==> config.mk <==
export PLATFORM = sky130hd
export DESIGN_NAME = hazard_ctrl
export DESIGN_NICKNAME = d
export VERILOG_FILES = /design/src/rtl/hazard_ctrl.sv
export SDC_FILE = /design/constraint.sdc
export NUM_CORES = 1
export LEC_CHECK = 0
export CAP_MARGIN = 0
export CELL_PAD_IN_SITES_DETAIL_PLACEMENT = 1
export CELL_PAD_IN_SITES_GLOBAL_PLACEMENT = 1
export CORE_ASPECT_RATIO = 0.8
export CORE_MARGIN = 1.5
export CORE_UTILIZATION = 39
export DETAILED_ROUTE_END_ITERATION = 8
export PLACE_DENSITY_LB_ADDON = 0.1
export SETUP_SLACK_MARGIN = 0.15
export SLEW_MARGIN = 20
export SYNTH_ARGS = -nofsm -noshare
export SYNTH_HDL_FRONTEND = slang
export SYNTH_SLANG_ARGS = --single-unit
==> constraint.sdc <==
create_clock -name clk -period 6.8 [get_ports clk]
set_clock_uncertainty 0.2 [all_clocks]
set_input_delay 2.04 -clock clk [delete_from_list [all_inputs] [get_ports clk]]
set_output_delay 2.04 -clock clk [all_outputs]
set_load 0.05 [all_outputs]
### Supply network, run 1

The bar under the picture is 20 um long. Pins as bars on the die edge.
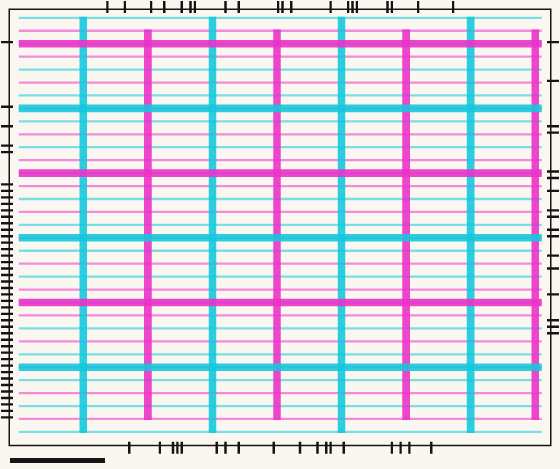
VSS -> cyan
VDD -> magenta
met4 straps = 8
met5 straps = 6
vertical die dimension: 91.4 um
Worst IR Drop VDD: 0.0968 mV
x dimension of the die: 114 um
standard cell core area: 0.00957 mm^2

### Metal 2, run 1

The bar under the picture is 20 um long.
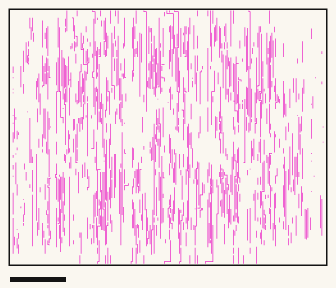
share of all routed wire = 47%
nets with wire on the layer = 535
longest straight run = 35.9 um
main direction = vertical
wire length after detailed routing: 10900 um
total via count after detailed routing: 3718
global-route track usage on met2: 0.354

### Routed metal, one color a layer, run 1

The bar under the picture is 20 um long. Only two layers are drawn.
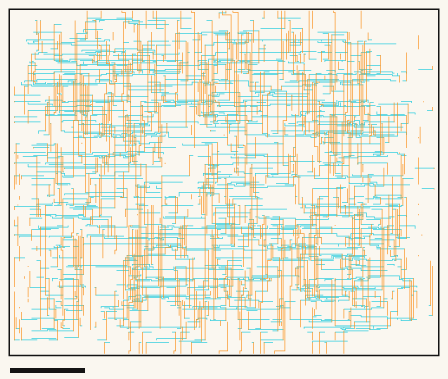
metal 1 -> cyan  # wire length 5190 um
metal 2 -> orange  # wire length 5100 um
Global Route Usage Sum: 0.217
wire per inst: 15.8 um

==> deck_impl_summary.md, run 1 <==
Implementation Results

Outcome
  – Result of the run: completed

Clock network
  – Resized Gates After CTS: 0
  – Clock tree from TritonCTS: built
  – Worst-skew pair later-pin latency: roughly 330 ps
  – Number of buffers created by CTS: 9
  – Sink Count: 66
  – H-tree depth: 3
  – Hold-fix buffers, CTS: 0
  – Post-CTS setup buffers: 0

GRT
  – Global Route met3 Usage: 0.0607
  – Met1 routing resource usage after global routing: 0.283
  – First-pass GRT wire length: 18300 um
  – Total gr overflow: 0
  – Vias in the first global route: about 3800
  – Most heavily used metal layer in global routing: met2
  – Largest net degree at the start of global routing: between 40 and 50

Synth
  – Fraction of synthesized cell area in xor and xnor cells: 0.0713
  – Sequential share of the synthesized area: 0.347
  – Area leader share: 0.347
  – Dominant flop cell: sky130_fd_sc_hd__dfxtp_1
  – Top cells, area: sky130_fd_sc_hd__dfxtp_1, sky130_fd_sc_hd__nor2b_1, sky130_fd_sc_hd__nor2_1
  – Synth area leader: sky130_fd_sc_hd__dfxtp_1
  – Flops out of synthesis: 66
  – Ys async rst share: 0
  – Area fraction in and, or, nand and nor cells: 0.399
  – Adder-cell share of the synthesized area: 0.00657
  – Average size of a mapped cell: 7.99 um^2
  – Yosys warnings: 0
  – Synthesized netlist cell count: 477
  – Number of different library cells in the post-synthesis netlist: approximately 44

Drt
  – Routed length on met1: about 5200 um
  – Total DRC errors in the routed layout: 0
  – Detailed route wirelength on metal3: 513 um
  – Antenna-violating nets left: 0
  – Ratio of routed vias to standard cells: 5.38
  – Iteration-0 DRC Markers: between 100 and 150
  – First drt pass iteration count: 4

Final timing
  – Transition time of the tightest slew-check pin: 1030 ps
  – Total negative slack for setup checks: 0 ps
  – Count of final max-slew check failures: 0
  – Final setup fails: 0
  – Final worst path period need: 6500 ps
  – Fmax: between 0.15 and 0.2 GHz
  – Cycle use final: 0.956

Critical path
  – Endpoint kind of the worst setup timing path: primary output
  – Path length in cells of the critical path: 7
  – WP data arrival: between 4000 and 5000 ps
  – Kind of critical path: in -> out
  – CP cell instances: clkdlybuf4s50_1 > or4_1 > nor2_1 > nor2_1 > nand2_1 > nand2_1 > clkdlybuf4s50_1
  – CP max-delay cell: sky130_fd_sc_hd__clkdlybuf4s50_1
  – Critical path buffers and inverters: 2
  – Crit path required time: 4560 ps
  – Worst Setup Start Kind: input pin

Flow run
  – Count of max-cap constraint violations: 0
  – Stage-log warning count: 26

Min path
  – Worst hold path class: reg -> reg
  – Hold depth: 1

Finish
  – Share of post-route cells with drive strength above 1: 0.0559
  – Number of filler instances in the final layout: 1140
  – Area overhead of the layout relative to synthesis: 35.4%
  – End-of-flow core utilization: 0.539
  – Most frequently placed logic cell in the final layout: sky130_fd_sc_hd__clkdlybuf4s50_1

Place
  – Count of input and output buffers: 96
  – Weighted congestion reported at the end of routability-driven placement: ~0.8

Floorplanning
  – Chip area: 0.0104 mm^2
  – I/O Pins: 97
  – Share of the core filled by cells before placement: 0.398
run 1: per-stage QoR:
step	setup WS, ps	hold slack [ps]	instance area [um^2]
after floorplan	811	212	3810
after global placement	361	230	4850
after detailed placement	288	249	4850
after CTS	274	257	5160
after global routing	180	294	5160
final	299	252	5160
run 1: layout make-up:
type,count,area [um^2],area share
clock inverters,5,52.6,0.0102
clock buffers,11,253,0.0490
inverters,14,52.6,0.0102
multi-input cells,376,2340,0.454
repair buffers,100,986,0.191
flip-flops and latches,66,1320,0.256
well taps,119,149,0.0289
run 1: power by group:
part	internal (mW)	total (mW)	leakage, nW	switching [mW]
sequential	0.388	0.390	0.532	0.00163
clock	0.302	0.475	0.151	0.174
combinational	0.0276	0.0641	1.12	0.0365
### The metal 3 layer, run 1

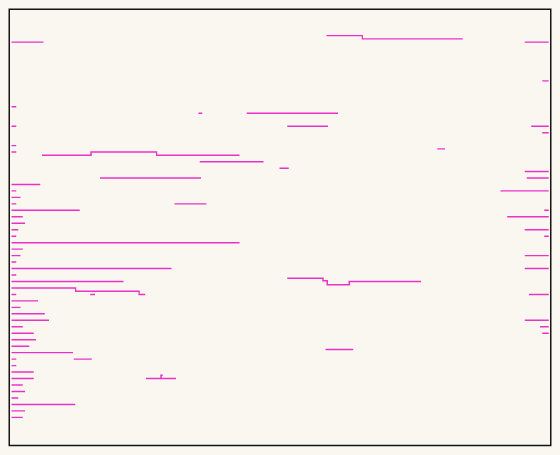

==> run 2: changes to the inputs <==
--- a/config.mk
+++ b/config.mk
@@ -12,6 +12,7 @@
 export CORE_MARGIN = 1.5
 export CORE_UTILIZATION = 39
 export DETAILED_ROUTE_END_ITERATION = 8
+export GPL_TIMING_DRIVEN = 0
 export PLACE_DENSITY_LB_ADDON = 0.1
 export SETUP_SLACK_MARGIN = 0.15
 export SLEW_MARGIN = 20
### The metal 3 layer, run 2

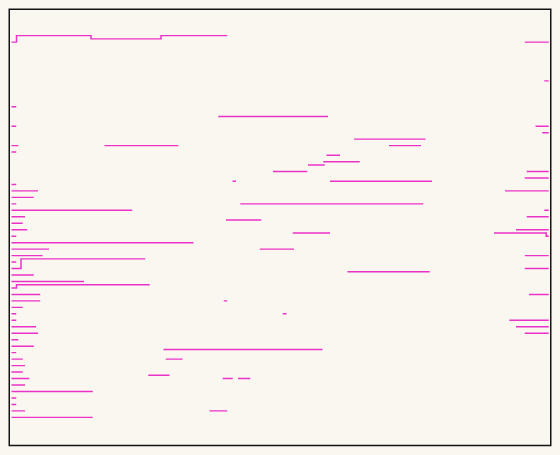
share of all routed wire = 5.1%
nets with wire on the layer = 72
main direction = horizontal
longest straight run = 38.2 um
wire length after detailed routing: 12000 um
Global Route met3 Usage: 0.0601

==> deck_impl_summary.md, run 2 <==
Implementation Results

Final timing
  – Remaining max-slew budget at the tightest pin: 0.582
  – Final worst path period need: 6580 ps (+80.9 ps)
  – Count of final max-slew check failures: 0 (unchanged)
  – Final setup fails: 0 (unchanged)
  – Final Hold Viols: 0
  – Transition time of the tightest slew-check pin: 627 ps (-408 ps)
  – Fmax: 0.152 GHz (-1.2%)
  – Cycle use final: 0.968 (+0.0119)
  – Total negative slack for setup checks: 0 ps (unchanged)

Finish
  – Area of all placed cells without fillers: 0.00524 mm^2 (+1.6%)
  – End-of-flow core utilization: 0.548 (+0.00863)
  – Area fraction of clock buffers and clock inverters: 0.0571 (-0.00213)
  – Layout buffering overhead excluding clock cells: 0.205 (+0.0139)
  – Proportion of cell area occupied by multi-input gates: 0.447 (-0.00716)
  – Share of post-route cells with drive strength above 1: 0.0577 (+0.00178)
  – Most frequently placed logic cell in the final layout: sky130_fd_sc_hd__clkdlybuf4s50_1
  – Clock buffer count: 14 (+3)
  – Share of cell area taken by flip-flops and latches: 0.252 (-0.00404)
  – Invs w/o clock: 14 (unchanged)
  – Number of sequential cells in the layout: 66 (unchanged)
  – Number of filler instances in the final layout: 1161 (+1.8%)
  – FF/Latch Area: 0.00132 mm^2 (unchanged)
  – Area overhead of the layout relative to synthesis: 37.5%

Critical path
  – Endpoint kind of the worst setup timing path: primary output
  – Crit path required time: 4560 ps (about the same)
  – Critical path buffers and inverters: 4 (+2)
  – Kind of critical path: in -> out
  – WP data arrival: 4340 ps (+80 ps)
  – CP max-delay cell: sky130_fd_sc_hd__clkdlybuf4s50_1
  – Worst Setup Start Kind: input pin
  – Path length in cells of the critical path: 5 (-2)
  – CP cell instances: clkdlybuf4s50_1 > clkbuf_2 > clkbuf_2 > nor2b_1 > clkdlybuf4s50_1

Drt
  – Antenna-violating nets left: 0 (unchanged)
  – Total DRC errors in the routed layout: 0 (unchanged)
  – Total via count after detailed routing: 3923 (+5.5%)
  – Iteration-0 DRC Markers: 119 (-13%)
  – Ratio of routed vias to standard cells: 5.54 (+3.0%)
  – Wire per inst: 17.0 um (+7.5%)
  – First drt pass iteration count: 4 (unchanged)

Floorplanning
  – Share of the core filled by cells before placement: 0.398 (unchanged)
  – Well Taps: 119 (unchanged)
  – Standard cell core area: 0.00957 mm^2 (unchanged)
  – Chip area: 0.0104 mm^2 (unchanged)
  – Vertical die dimension: 91.4 um (unchanged)
  – I/O Pins: 97 (unchanged)
  – X dimension of the die: 114 um (unchanged)

Clock network
  – Number of buffers created by CTS: 9 (unchanged)
  – Worst-skew pair later-pin latency: 330 ps (about the same)
  – Post-CTS setup buffers: 0 (unchanged)
  – H-tree depth: 3 (unchanged)
  – Resized Gates After CTS: 5 (+5)
  – Hold-fix buffers, CTS: 0 (unchanged)
  – Sink Count: 66 (unchanged)

Synth
  – Average size of a mapped cell: 7.99 um^2 (unchanged)
  – Top cells, area: sky130_fd_sc_hd__dfxtp_1, sky130_fd_sc_hd__nor2b_1, sky130_fd_sc_hd__nor2_1
  – Adder-cell share of the synthesized area: 0.00657 (unchanged)
  – Synth area leader: sky130_fd_sc_hd__dfxtp_1
  – Synthesized netlist cell count: 477 (unchanged)
  – Number of enable-type register cells in the synthesized netlist: 0
  – Flops out of synthesis: 66 (unchanged)
  – Area fraction in and, or, nand and nor cells: 0.399 (unchanged)
  – Area leader share: 0.347 (unchanged)
  – Number of different library cells in the post-synthesis netlist: 44 (unchanged)
  – Most frequent cell after synthesis: sky130_fd_sc_hd__dfxtp_1
  – Yosys warnings: 0 (unchanged)
  – Dominant flop cell: sky130_fd_sc_hd__dfxtp_1
  – Sequential share of the synthesized area: 0.347 (unchanged)
  – Fraction of synthesized cell area in xor and xnor cells: 0.0713 (unchanged)

GRT
  – Total gr overflow: 0 (unchanged)
  – Largest net degree at the start of global routing: 11 (-76%)
  – Global Route Usage Sum: 0.240 (+0.0229)
  – Vias in the first global route: 3981 (+5.5%)

Pwr
  – Sequential share of power: 0.419 (about the same)
  – Power dissipated in the clock network: 468 uW (-1%)
  – Power Combinational: 71.5 uW (+12%)
  – Cell internal power dissipation: 722 uW (+0.56%)
  – Net switching component of the power: 208 uW (-1.6%)
  – Clock power share: 0.504 (-0.007)
  – Power of the sequential group: 390 uW (about the same)
  – Portion of total power attributed to combinational logic: 0.077 (+0.008)
  – Power density relative to cell area: 177 mW/mm^2
  – Worst IR Drop VDD: 0.0946 mV (-2.3%)
  – Switching share of power: 0.224 (-0.00379)

Min path
  – Hold depth: 1 (unchanged)
  – Worst hold path class: reg -> reg

Flow run
  – Stage-log warning count: 26 (unchanged)

Outcome
  – Result of the run: completed

Place
  – Count of input and output buffers: 96 (unchanged)
  – Area post-placement: 0.00492 mm^2 (+1.4%)
  – Placed instance count: ~690
  – Weighted congestion reported at the end of routability-driven placement: 0.787 (-2.8%)
==> run 2: cell types whose count changed in the layout (fill, tap and decap cells not counted) <==
cell                              previous run  this run
sky130_fd_sc_hd__clkdlybuf4s50_1            94        91
sky130_fd_sc_hd__dlymetal6s2s_1              0         5
sky130_fd_sc_hd__clkbuf_2                    0         6
sky130_fd_sc_hd__clkbuf_1                    0        13
sky130_fd_sc_hd__buf_4                       6         1
sky130_fd_sc_hd__buf_6                       0         1
sky130_fd_sc_hd__clkinv_2                    3         1
sky130_fd_sc_hd__clkinvlp_4                  1         0
sky130_fd_sc_hd__buf_2                       0         3
==> run 2: layer usage <==
layer | GRT usage | share of wire
met4 | 0.0667 | 0.012
met1 | 0.319 | 0.47
met5 | 0 | 0
met2 | 0.386 | 0.46
met3 | 0.0601 | 0.051
No activity file was given, so power comes from the tool's default toggle rates.
